--- src/rtl/spi_tx_byte_feeder_pkg.sv ---
// Shared definitions for the SPI transmit byte feeder: default geometry,
// FSM state encoding and a small sizing helper.
package spi_tx_byte_feeder_pkg;

  localparam int WORD_W_DEF = 64;
  localparam int DEPTH_DEF  = 4;

  typedef enum logic [1:0] {
    IDLE = 2'd0,
    SEND = 2'd1,
    WAIT = 2'd2
  } state_t;

  // Width of an occupancy counter able to hold 0..depth inclusive.
  function automatic int cnt_w(input int depth);
    return $clog2(depth) + 1;
  endfunction

endpackage

--- src/rtl/spi_tx_byte_feeder_if.sv ---
// Handshake bundle between the crypto core / SPI transmitter side and the
// byte feeder. The feeder itself sits on the slave modport.
interface spi_tx_byte_feeder_if
  import spi_tx_byte_feeder_pkg::*;
#(
  parameter int WORD_W = WORD_W_DEF,
  parameter int DEPTH  = DEPTH_DEF
);
  localparam int CNT_W = cnt_w(DEPTH);

  logic              in_valid;
  logic [WORD_W-1:0] in_data;
  logic              in_ready;
  logic              tx_en;
  logic [7:0]        tx_byte;
  logic              tx_sent;
  logic              word_done;
  logic [CNT_W-1:0]  fifo_count;
  logic              busy;

  modport master (
    output in_valid, in_data, tx_sent,
    input  in_ready, tx_en, tx_byte, word_done, fifo_count, busy
  );

  modport slave (
    input  in_valid, in_data, tx_sent,
    output in_ready, tx_en, tx_byte, word_done, fifo_count, busy
  );

endinterface

--- src/rtl/spi_tx_byte_feeder_sync_word_fifo.sv ---
// Single-clock word FIFO with occupancy count. Pushes while full and pops
// while empty are ignored; pointers wrap naturally since DEPTH is a power of two.
module sync_word_fifo
  import spi_tx_byte_feeder_pkg::*;
#(
  parameter int WORD_W = WORD_W_DEF,
  parameter int DEPTH  = DEPTH_DEF
) (
  input  logic                    clk,
  input  logic                    rst,
  input  logic                    push,
  input  logic [WORD_W-1:0]       push_data,
  input  logic                    pop,
  output logic [WORD_W-1:0]       pop_data,
  output logic [cnt_w(DEPTH)-1:0] count,
  output logic                    full,
  output logic                    empty
);
  localparam int PTR_W = $clog2(DEPTH);
  localparam int CNT_W = cnt_w(DEPTH);

  logic [WORD_W-1:0] mem_r [DEPTH];
  logic [PTR_W-1:0]  wr_ptr_r;
  logic [PTR_W-1:0]  rd_ptr_r;
  logic [CNT_W-1:0]  count_r;
  logic              do_push_s;
  logic              do_pop_s;

  assign full      = (count_r == CNT_W'(DEPTH));
  assign empty     = (count_r == {CNT_W{1'b0}});
  assign do_push_s = push && !full;
  assign do_pop_s  = pop && !empty;
  assign pop_data  = mem_r[rd_ptr_r];
  assign count     = count_r;

  // Storage write; contents need no reset because count gates every read.
  always_ff @(posedge clk) begin
    if (do_push_s) begin
      mem_r[wr_ptr_r] <= push_data;
    end
  end

  // Pointer and occupancy bookkeeping; simultaneous push and pop keeps count.
  always_ff @(posedge clk or posedge rst) begin
    if (rst) begin
      wr_ptr_r <= {PTR_W{1'b0}};
      rd_ptr_r <= {PTR_W{1'b0}};
      count_r  <= {CNT_W{1'b0}};
    end else begin
      if (do_push_s) begin
        wr_ptr_r <= wr_ptr_r + PTR_W'(1);
      end
      if (do_pop_s) begin
        rd_ptr_r <= rd_ptr_r + PTR_W'(1);
      end
      case ({do_push_s, do_pop_s})
        2'b10:   count_r <= count_r + CNT_W'(1);
        2'b01:   count_r <= count_r - CNT_W'(1);
        default: count_r <= count_r;
      endcase
    end
  end

endmodule

--- src/rtl/spi_tx_byte_feeder.sv ---
// Feeds buffered cipher words to the SPI transmitter one byte at a time,
// most significant byte first, using a tx_en / tx_sent handshake.
module spi_tx_byte_feeder
  import spi_tx_byte_feeder_pkg::*;
#(
  parameter int WORD_W = WORD_W_DEF,
  parameter int DEPTH  = DEPTH_DEF
) (
  input  logic                  clk,
  input  logic                  rst,
  spi_tx_byte_feeder_if.slave   bus
);
  localparam int BYTES = WORD_W / 8;
  localparam int IDX_W = (BYTES > 1) ? $clog2(BYTES) : 1;
  localparam int CNT_W = cnt_w(DEPTH);
  localparam logic [IDX_W-1:0] LAST_IDX = IDX_W'(BYTES - 1);

  state_t            state_r;
  logic [WORD_W-1:0] shift_r;
  logic [WORD_W-1:0] next_shift_s;
  logic [IDX_W-1:0]  idx_r;
  logic [7:0]        tx_byte_r;
  logic              word_done_r;
  logic              pop_s;
  logic [WORD_W-1:0] pop_data_s;
  logic [CNT_W-1:0]  count_s;
  logic              full_s;
  logic              empty_s;

  sync_word_fifo #(
    .WORD_W (WORD_W),
    .DEPTH  (DEPTH)
  ) u_fifo (
    .clk       (clk),
    .rst       (rst),
    .push      (bus.in_valid),
    .push_data (bus.in_data),
    .pop       (pop_s),
    .pop_data  (pop_data_s),
    .count     (count_s),
    .full      (full_s),
    .empty     (empty_s)
  );

  // Only the idle state ever takes a word out of the FIFO.
  assign pop_s        = (state_r == IDLE) && !empty_s;
  assign next_shift_s = shift_r << 4'd8;

  assign bus.in_ready   = !full_s;
  assign bus.fifo_count = count_s;
  assign bus.tx_en      = (state_r == SEND);
  assign bus.tx_byte    = tx_byte_r;
  assign bus.word_done  = word_done_r;
  assign bus.busy       = (state_r != IDLE) || !empty_s;

  // Byte sequencer: load a word, strobe each byte, wait for its completion.
  always_ff @(posedge clk or posedge rst) begin
    if (rst) begin
      state_r     <= IDLE;
      shift_r     <= {WORD_W{1'b0}};
      idx_r       <= {IDX_W{1'b0}};
      tx_byte_r   <= 8'd0;
      word_done_r <= 1'b0;
    end else begin
      word_done_r <= 1'b0;
      case (state_r)
        IDLE: begin
          if (!empty_s) begin
            shift_r   <= pop_data_s;
            idx_r     <= {IDX_W{1'b0}};
            tx_byte_r <= pop_data_s[WORD_W-1 -: 8];
            state_r   <= SEND;
          end
        end
        SEND: begin
          state_r <= WAIT;
        end
        WAIT: begin
          if (bus.tx_sent) begin
            if (idx_r == LAST_IDX) begin
              word_done_r <= 1'b1;
              state_r     <= IDLE;
            end else begin
              shift_r   <= next_shift_s;
              idx_r     <= idx_r + IDX_W'(1);
              tx_byte_r <= next_shift_s[WORD_W-1 -: 8];
              state_r   <= SEND;
            end
          end
        end
        default: begin
          state_r <= IDLE;
        end
      endcase
    end
  end

endmodule

--- src/flat_wrapper.sv ---
// flat-port wrapper written by rule: the top's interface ports become plain ports
module spi_tx_byte_feeder_flat import spi_tx_byte_feeder_pkg::*;
#(
  parameter int WORD_W = WORD_W_DEF,
  parameter int DEPTH  = DEPTH_DEF
)
  (clk, rst, bus_in_valid, bus_in_data, bus_tx_sent, bus_in_ready, bus_tx_en, bus_tx_byte, bus_word_done, bus_fifo_count, bus_busy);
  spi_tx_byte_feeder_if #(.WORD_W(WORD_W), .DEPTH(DEPTH)) bus_i ();
  input  logic clk;
  input  logic rst;
  input wire logic [$bits(bus_i.in_valid)-1:0] bus_in_valid;
  input wire logic [$bits(bus_i.in_data)-1:0] bus_in_data;
  input wire logic [$bits(bus_i.tx_sent)-1:0] bus_tx_sent;
  output wire logic [$bits(bus_i.in_ready)-1:0] bus_in_ready;
  output wire logic [$bits(bus_i.tx_en)-1:0] bus_tx_en;
  output wire logic [$bits(bus_i.tx_byte)-1:0] bus_tx_byte;
  output wire logic [$bits(bus_i.word_done)-1:0] bus_word_done;
  output wire logic [$bits(bus_i.fifo_count)-1:0] bus_fifo_count;
  output wire logic [$bits(bus_i.busy)-1:0] bus_busy;
  assign bus_i.in_valid = bus_in_valid;
  assign bus_i.in_data = bus_in_data;
  assign bus_i.tx_sent = bus_tx_sent;
  assign bus_in_ready = bus_i.in_ready;
  assign bus_tx_en = bus_i.tx_en;
  assign bus_tx_byte = bus_i.tx_byte;
  assign bus_word_done = bus_i.word_done;
  assign bus_fifo_count = bus_i.fifo_count;
  assign bus_busy = bus_i.busy;
  spi_tx_byte_feeder #(.WORD_W(WORD_W), .DEPTH(DEPTH)) u_core (.clk(clk), .rst(rst), .bus(bus_i));
endmodule
--- config.mk ---
export PLATFORM = sky130hd
export DESIGN_NAME = spi_tx_byte_feeder_flat
export DESIGN_NICKNAME = d
export VERILOG_FILES = /design/src/rtl/spi_tx_byte_feeder_pkg.sv /design/src/rtl/spi_tx_byte_feeder_if.sv /design/src/rtl/spi_tx_byte_feeder_sync_word_fifo.sv /design/src/rtl/spi_tx_byte_feeder.sv /design/src/flat_wrapper.sv
export SDC_FILE = /design/constraint.sdc
export NUM_CORES = 1
export LEC_CHECK = 0
export CAP_MARGIN = 30
export CORE_ASPECT_RATIO = 1.2
export CORE_MARGIN = 4
export CORE_UTILIZATION = 45
export DETAILED_ROUTE_END_ITERATION = 12
export PLACE_DENSITY = 0.67
export SYNTH_ARGS = -nofsm -noshare
export SYNTH_HDL_FRONTEND = slang
export SYNTH_SLANG_ARGS = --single-unit
--- constraint.sdc ---
create_clock -name clk -period 3.9 [get_ports clk]
set_input_delay 0.39 -clock clk [delete_from_list [all_inputs] [get_ports clk]]
set_output_delay 0.39 -clock clk [all_outputs]
set_load 0.05 [all_outputs]
**Port wiring**

Bar = 50 um.
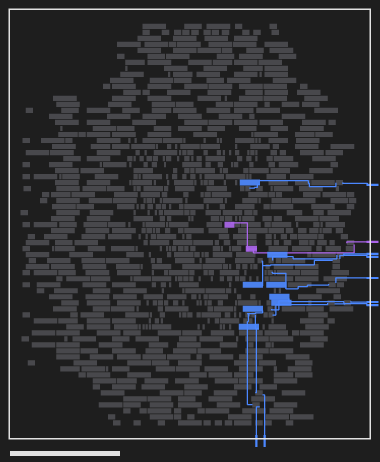
Key: purple = `bus_tx_sent` [direction input, end cells 3, buffers 1, wire 86.3 um]; blue = `bus_tx_byte` [direction output, end cells 8, buffers 8, wire 436 um]
top-level I/O count: 83
IO buf count: 82

**Logic cells by family**

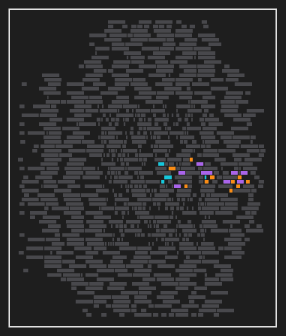
Key: orange = AND and OR gates [cells 10, most used and3_2, where east]; cyan = NOR gates [cells 4, where centre]; purple = adder and majority cells [cells 8, most used ha_1, where east]
Comb area share: 20.3%
Top cell excl fill/tap: edfxtp_1
Finished Layout Cells: 1,212

**Layout detail**

Bar = 10 um. Window x 28 to 53, y 36 to 61 um. Cells in grey, sequential cells in the stronger grey; small squares are vias.
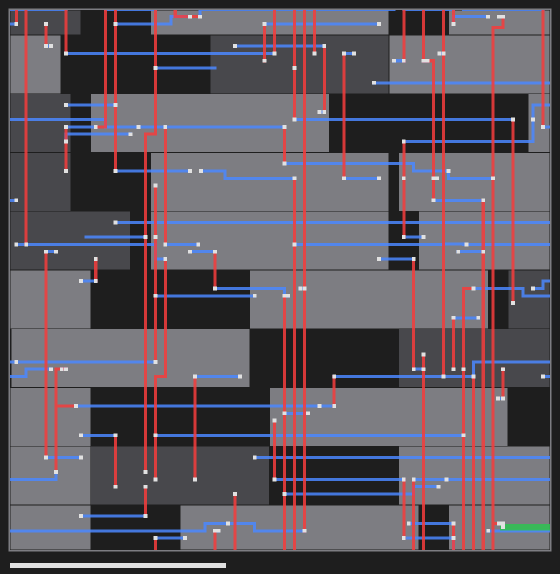
Key: green = met3; blue = met1; red = met2
Sequential cells in the window: 11. Netlist names of flops here include `u_core.u_fifo.mem_r` (11). Most frequent: edfxtp_1 (11), mux4_2 (4), clkdlybuf4s50_1 (1). 16 logic cells have their middle in the window.

[logic make-up (layout without fill, tap and decap cells)]
| group | Yosys count | after routing | share of synthesized area (%) |
|---|---|---|---|
| buffers and inverters | 60 | 164 | 2.02 |
| AND-OR/OR-AND | 122 | 122 | 6.69 |
| adder cells (fa/ha/maj) | 8 | 8 | 0.832 |
| XOR/XNOR | 6 | 6 | 0.406 |
| multiplexers | 69 | 69 | 11.6 |
| AND/OR/NAND/NOR | 131 | 131 | 4.15 |
| flip-flops | 333 | 333 | 74.3 |
[layout by cell type (no fill, tap or decap), types with 8 or more instances in the layout]
cell type        count
dfrtp_1             75
a211oi_1            56
buf_4               13
nand2_1            114
clkbuf_1            11
a31oi_1             56
a22o_1               8
clkdlybuf4s50_1     82
edfxtp_1           256
clkbuf_16           31
mux4_2              64
==> changes_impl.md <==
## Implementation

* Post-Synthesis Cell Area at 12,900 sq um
* Post-place setup slack at 1.15 ns
* Max Cap Violations at 0
* Met1 Track Usage GR at 23.8%
* CP startpoint kind: flop
* Post-CTS Setup Bufs at 0
* Post_cts resized at 0
* Largest Pwr Group: registers
* Buffering overhead at 6.83%
* Static Leakage at 0.00518 uW
* Max-slew violation count at 0
* DP Cell Count at 1,156
* Met2 routed WL at 12,400 um
* Gr usage total at 16.1%
* Drt wl/cell at 20.8 um
* Clock power share at a little under a quarter
* Post-synth top area cell: edfxtp_1
* Final hold vios at 0
* Clk buf depth at 3
* Largest class: sequential cells
* Core Region at 28,200 sq um
* Tap cells at 379
* Rows at 67
* Worst setup EP type: primary output
* Met1 WL at 11,300 um
* Htree depth at 1
* Die H at slightly below 200 um
* Relative slew slack at 41.3%
* Core Util, Final at 53.9%
* Sequential cell area at 9620 sq um
* Flip-flops at approximately 330
* CP max stage delay at 0.81 ns
* Max reg flops at 256
* Met2 GRT Util at 25.6%
* Final setup fails at 0
* Post-CTS Hold Fix Bufs at 0
* Clk power at 2840 uW
* Power Total at between 10,000 and 15,000 uW
* Routed wl met3 at 1200 um
* Reg2reg path depth at 7
* Yosys reg bits at 333
* Floorplan net count at 805
* Crit path capture: bus_busy
* DP HPWL at 15,700 um
* Mapped Avg Cell Area at between 15 and 20 sq um
* Slowest cell on the critical path: or3_2
* Num CTS Buffers at 31
* Clock transition at path regs at 0.07 ns
* Drt first-iter violations at around 590
* Top reg by flops: u_core.u_fifo.mem_r
* GRT busiest layer: met2
* Vias/cell at 5.52
* Largest type area fraction at between 50% and 60%
* Cell variety after synth at 31
* R2R Setup Slk at ~1.2 ns
* Clk_lat worst skew at 0.55 ns
* Initial antenna violation count at 0
* Setup_tns at 0 ns
* Status: finished, final reports clean
* Max IR drop VDD at 0.403 mV
* NetSw at 4020 uW
* Sw Ratio at roughly 33%
* Crit Path Max Fanout at 31
* CP startpoint: u_core.u_fifo.count[0]
* Top cells by area: edfxtp_1, dfrtp_1, mux4_2, nand2_1, a211oi_1
* Die W at 163 um
* Sequential Power Share at 44.0%
* Area reported by Yosys stat at 12,900 sq um
* Cell count listed in synth_stat.txt at 729
* Cell with the most instances after synthesis: edfxtp_1
* Vias at 6,696
* Post-synth top cells: edfxtp_1, nand2_1, dfrtp_1, mux4_2
* Congestion Overflow GR at 0
* Pwr per Cell Area at 804 nW/um^2
* Non-clk invs at 7
* Critical path class: reg2out
* First-pass GRT wire length at 40,500 um
* CP Cell Sequence: or3_2 -> nand2b_1 -> clkdlybuf4s50_1
* Tmin final at 3.24 ns
* Hold_ws at 0.212 ns
* Number of enable flip-flop cells at 256
* Clk root buf: clkbuf_16
* Seq pwr at 5380 uW
* Final setup margin at between 0.6 and 0.7 ns
* Reg-to-Reg End: u_core.u_fifo.count[2]
* Buffers outside the clock class at 101
* Tool warnings at 29
* DRC errors left at 0
* Top delay family on crit path: simple AND/OR/NAND/NOR gates
* Main flop type: edfxtp_1
* Clock buffers at 44
* Area grow syn2layout at 17.5%
Power figures rest on the tool's default switching activity, not on a simulated workload.
